$ cat src/rtl/inv_matvec_apply_if.sv
// Stream interface for inv_matvec_apply: matrix/vector words in, solution words out.
// The master side is the producer/consumer around the block; the slave side is the block itself.
interface inv_matvec_apply_if #(
  parameter int DW = 16
);
  logic                 in_valid;
  logic                 in_ready;
  logic signed [DW-1:0] in_data;
  logic                 out_valid;
  logic                 out_ready;
  logic signed [DW-1:0] out_data;
  logic                 out_ovf;
  logic                 busy;

  modport master (
    output in_valid,
    output in_data,
    output out_ready,
    input  in_ready,
    input  out_valid,
    input  out_data,
    input  out_ovf,
    input  busy
  );

  modport slave (
    input  in_valid,
    input  in_data,
    input  out_ready,
    output in_ready,
    output out_valid,
    output out_data,
    output out_ovf,
    output busy
  );
endinterface

$ cat src/rtl/inv_matvec_apply.sv
// inv_matvec_apply: loads an NxN inverse matrix (row-major) and an N-vector b as one
// input stream, computes x = Ainv * b with one signed MAC per cycle, and streams the N
// saturated fixed-point results out under valid/ready flow control.
module inv_matvec_apply #(
  parameter int N    = 5,
  parameter int DW   = 16,
  parameter int FRAC = 8,
  parameter int AW   = 2*DW+3
) (
  input  logic              clk,
  input  logic              rst,
  inv_matvec_apply_if.slave io_if
);

  localparam int NN = N*N;
  localparam int IW = (NN > 1) ? $clog2(NN) : 1;
  localparam int CW = (N > 1) ? $clog2(N) : 1;

  typedef enum logic [1:0] {
    S_LOAD_M,
    S_LOAD_V,
    S_COMPUTE,
    S_OUTPUT
  } state_t;

  state_t r_state;
  state_t w_state_nxt;

  // Shared element index: flat M index while loading M, b index while loading b,
  // flat M index again while computing.
  logic [IW-1:0] r_lidx;
  logic [CW-1:0] r_row;
  logic [CW-1:0] r_col;
  logic [CW-1:0] r_oidx;

  logic signed [AW-1:0] r_acc;

  logic signed [DW-1:0] r_m   [NN];
  logic signed [DW-1:0] r_b   [N];
  logic signed [DW-1:0] r_res [N];
  logic        [N-1:0]  r_ovf;

  logic                 r_in_ready;
  logic                 r_out_valid;
  logic signed [DW-1:0] r_out_data;
  logic                 r_out_ovf;
  logic                 r_busy;

  logic                  w_in_fire;
  logic                  w_out_fire;
  logic                  w_m_last;
  logic                  w_v_last;
  logic                  w_col_last;
  logic                  w_o_last;
  logic [CW-1:0]         w_oidx_nxt;
  logic signed [2*DW-1:0] w_prod;
  logic signed [AW-1:0]  w_prod_ext;
  logic signed [AW-1:0]  w_sum;
  logic signed [AW-1:0]  w_shift;
  logic [AW-DW:0]        w_hi;
  logic signed [DW-1:0]  w_sat_val;
  logic                  w_sat_ovf;

  assign w_in_fire  = io_if.in_valid && r_in_ready;
  assign w_out_fire = r_out_valid && io_if.out_ready;
  assign w_m_last   = (r_lidx == IW'(NN-1));
  assign w_v_last   = (r_lidx == IW'(N-1));
  assign w_col_last = (r_col  == CW'(N-1));
  assign w_o_last   = (r_oidx == CW'(N-1));
  assign w_oidx_nxt = r_oidx + 1'b1;

  // MAC datapath: full-width signed product, sign-extended into the accumulator width.
  assign w_prod     = r_m[r_lidx] * r_b[r_col];
  assign w_prod_ext = {{(AW-2*DW){w_prod[2*DW-1]}}, w_prod};
  assign w_sum      = r_acc + w_prod_ext;
  // Arithmetic shift drops the fraction bits, rounding toward -inf.
  assign w_shift    = w_sum >>> FRAC;
  // The value fits in DW bits only if every bit from DW-1 upward equals the sign.
  assign w_hi       = w_shift[AW-1:DW-1];

  // Saturate the scaled row sum to the signed DW range and flag when clipping occurred.
  always_comb begin
    // NOTE: every signal driven here gets a default first so no path leaves it
    // unassigned, which would otherwise infer a latch.
    w_sat_ovf = !((&w_hi) || !(|w_hi));
    w_sat_val = w_shift[DW-1:0];
    if (w_sat_ovf) begin
      w_sat_val = w_shift[AW-1] ? {1'b1, {(DW-1){1'b0}}} : {1'b0, {(DW-1){1'b1}}};
    end
  end

  // Next-state logic for the load / compute / output sequence.
  always_comb begin
    w_state_nxt = r_state;
    unique case (r_state)
      S_LOAD_M:  if (w_in_fire && w_m_last) w_state_nxt = S_LOAD_V;
      S_LOAD_V:  if (w_in_fire && w_v_last) w_state_nxt = S_COMPUTE;
      S_COMPUTE: if (w_m_last)              w_state_nxt = S_OUTPUT;
      S_OUTPUT:  if (w_out_fire && w_o_last) w_state_nxt = S_LOAD_M;
      default:   w_state_nxt = S_LOAD_M;
    endcase
  end

  // State register; reset aborts any solve in progress.
  always_ff @(posedge clk or posedge rst) begin
    if (rst) begin
      r_state <= S_LOAD_M;
    end else begin
      // NOTE: sequential state uses non-blocking assignments so every register
      // samples the pre-edge values, independent of statement order.
      r_state <= w_state_nxt;
    end
  end

  // Matrix and vector storage written by the input stream.
  // NOTE: this storage has no reset; every entry is rewritten by the load phase
  // before the compute phase reads it, so clearing it would buy nothing.
  always_ff @(posedge clk) begin
    if (w_in_fire) begin
      if (r_state == S_LOAD_M) begin
        r_m[r_lidx] <= io_if.in_data;
      end else if (r_state == S_LOAD_V) begin
        r_b[r_lidx[CW-1:0]] <= io_if.in_data;
      end
    end
  end

  // Counters, accumulator, result buffer and registered outputs.
  always_ff @(posedge clk or posedge rst) begin
    if (rst) begin
      r_lidx      <= '0;
      r_row       <= '0;
      r_col       <= '0;
      r_oidx      <= '0;
      r_acc       <= '0;
      r_ovf       <= '0;
      r_in_ready  <= 1'b0;
      r_out_valid <= 1'b0;
      r_out_data  <= '0;
      r_out_ovf   <= 1'b0;
      r_busy      <= 1'b0;
      for (int i = 0; i < N; i++) begin
        r_res[i] <= '0;
      end
    end else begin
      r_in_ready <= (w_state_nxt == S_LOAD_M) || (w_state_nxt == S_LOAD_V);
      r_busy     <= (w_state_nxt == S_COMPUTE) || (w_state_nxt == S_OUTPUT);

      case (r_state)
        S_LOAD_M: begin
          if (w_in_fire) begin
            r_lidx <= w_m_last ? '0 : r_lidx + 1'b1;
          end
        end

        S_LOAD_V: begin
          if (w_in_fire) begin
            r_lidx <= w_v_last ? '0 : r_lidx + 1'b1;
          end
        end

        S_COMPUTE: begin
          r_lidx <= w_m_last ? '0 : r_lidx + 1'b1;
          if (w_col_last) begin
            // Row complete: scale, saturate, store and start the next row from zero.
            r_res[r_row] <= w_sat_val;
            r_ovf[r_row] <= w_sat_ovf;
            r_acc        <= '0;
            r_col        <= '0;
            r_row        <= w_m_last ? '0 : r_row + 1'b1;
          end else begin
            r_acc <= w_sum;
            r_col <= r_col + 1'b1;
          end
        end

        S_OUTPUT: begin
          if (!r_out_valid) begin
            // First cycle in OUTPUT: present result[0].
            r_out_valid <= 1'b1;
            r_out_data  <= r_res[r_oidx];
            r_out_ovf   <= r_ovf[r_oidx];
          end else if (io_if.out_ready) begin
            if (w_o_last) begin
              r_out_valid <= 1'b0;
              r_out_data  <= '0;
              r_out_ovf   <= 1'b0;
              r_oidx      <= '0;
            end else begin
              r_out_data  <= r_res[w_oidx_nxt];
              r_out_ovf   <= r_ovf[w_oidx_nxt];
              r_oidx      <= w_oidx_nxt;
            end
          end
        end

        default: ;
      endcase
    end
  end

  assign io_if.in_ready  = r_in_ready;
  assign io_if.out_valid = r_out_valid;
  assign io_if.out_data  = r_out_data;
  assign io_if.out_ovf   = r_out_ovf;
  assign io_if.busy      = r_busy;

endmodule
$ cat src/flat_wrapper.sv
// flat-port wrapper written by rule: the top's interface ports become plain ports
module inv_matvec_apply_flat 
#(
  parameter int N    = 5,
  parameter int DW   = 16,
  parameter int FRAC = 8,
  parameter int AW   = 2*DW+3
)
  (clk, rst, io_if_in_valid, io_if_in_data, io_if_out_ready, io_if_in_ready, io_if_out_valid, io_if_out_data, io_if_out_ovf, io_if_busy);
  inv_matvec_apply_if #(.DW(DW)) io_if_i ();
  input  logic clk;
  input  logic rst;
  input wire logic [$bits(io_if_i.in_valid)-1:0] io_if_in_valid;
  input wire logic [$bits(io_if_i.in_data)-1:0] io_if_in_data;
  input wire logic [$bits(io_if_i.out_ready)-1:0] io_if_out_ready;
  output wire logic [$bits(io_if_i.in_ready)-1:0] io_if_in_ready;
  output wire logic [$bits(io_if_i.out_valid)-1:0] io_if_out_valid;
  output wire logic [$bits(io_if_i.out_data)-1:0] io_if_out_data;
  output wire logic [$bits(io_if_i.out_ovf)-1:0] io_if_out_ovf;
  output wire logic [$bits(io_if_i.busy)-1:0] io_if_busy;
  assign io_if_i.in_valid = io_if_in_valid;
  assign io_if_i.in_data = io_if_in_data;
  assign io_if_i.out_ready = io_if_out_ready;
  assign io_if_in_ready = io_if_i.in_ready;
  assign io_if_out_valid = io_if_i.out_valid;
  assign io_if_out_data = io_if_i.out_data;
  assign io_if_out_ovf = io_if_i.out_ovf;
  assign io_if_busy = io_if_i.busy;
  inv_matvec_apply #(.N(N), .DW(DW), .FRAC(FRAC), .AW(AW)) u_core (.clk(clk), .rst(rst), .io_if(io_if_i));
endmodule
$ cat config.mk
export PLATFORM = sky130hd
export DESIGN_NAME = inv_matvec_apply_flat
export DESIGN_NICKNAME = d
export VERILOG_FILES = /design/src/rtl/inv_matvec_apply_if.sv /design/src/rtl/inv_matvec_apply.sv /design/src/flat_wrapper.sv
export SDC_FILE = /design/constraint.sdc
export NUM_CORES = 2
export LEC_CHECK = 0
export CORE_MARGIN = 8
export CORE_UTILIZATION = 30
export CTS_CLUSTER_SIZE = 24
export DETAILED_ROUTE_END_ITERATION = 16
export MAX_ROUTING_LAYER = met4
export PLACE_DENSITY_LB_ADDON = 0.2
export SYNTH_ARGS = -nofsm -noshare
export SYNTH_HDL_FRONTEND = slang
export SYNTH_SLANG_ARGS = --single-unit
$ cat constraint.sdc
create_clock -name clk -period 18.5 [get_ports clk]
set_input_delay 3.7 -clock clk [delete_from_list [all_inputs] [get_ports clk]]
set_output_delay 3.7 -clock clk [all_outputs]
set_load 0.005 [all_outputs]
**Track usage over the die**

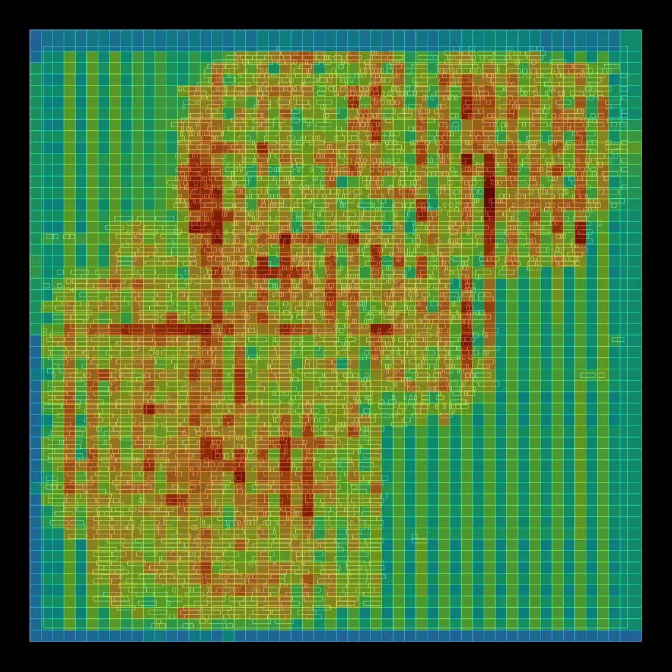
fin util: 0.344
Overall Global Routing Usage: 0.159
met1 Track Usage GR: 0.221
WL per Instance: 22.9 um
met3 track demand over resource: 0.0257

==> job_summary.md <==
## Synthesis and layout report

| Metric | Value |
|---|---|
| Run status | complete, no violations |
| Half-perimeter wire length of the detailed placement result | 72,000 um |
| Final tally of hold violations | 0 |
| Post-synthesis cell area | 0.0380 mm2 |
| Clock buf/inv share | 0.0556 |
| Post-placement cell area | 0.0408 mm2 |
| Sequential cell count of the final layout | 636 |
| Post-Synthesis Cells | 2,851 |
| Top-area cell type share of the netlist area | 0.380 |
| Sequential-to-total area share from yosys stat | 0.482 |
| Wire length of the first global-routing pass | 161,000 um |
| Logic share of the area | 0.416 |
| Global-route layer with the greatest usage | met2 |
| Number of buffers added by the clock tree synthesis step | 73 |
| Kind of critical path | flop to flop |
| Area fraction in xor and xnor cells | 0.00715 |
| Hold Path End | u_core.io_if.out_data[2] |
| Ports | 40 |
| Largest family of logic cells by area | adder cells |
| Clock period minus worst slack | 11.27 ns |
| Category of the worst setup path capture point | flop |
| Relative area of non-clock buffer cells in the final design | 0.0253 |
| DRC violations left | 0 |
| Final setup fails | 0 |
**Met1 routing**

Bar = 100 um. Supply wires on this layer in grey.
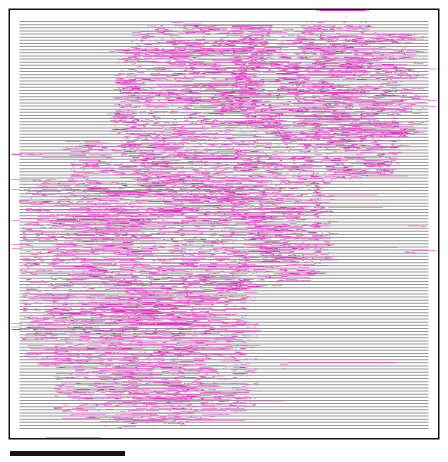
share of all routed wire = 47%
longest straight run = 131 um

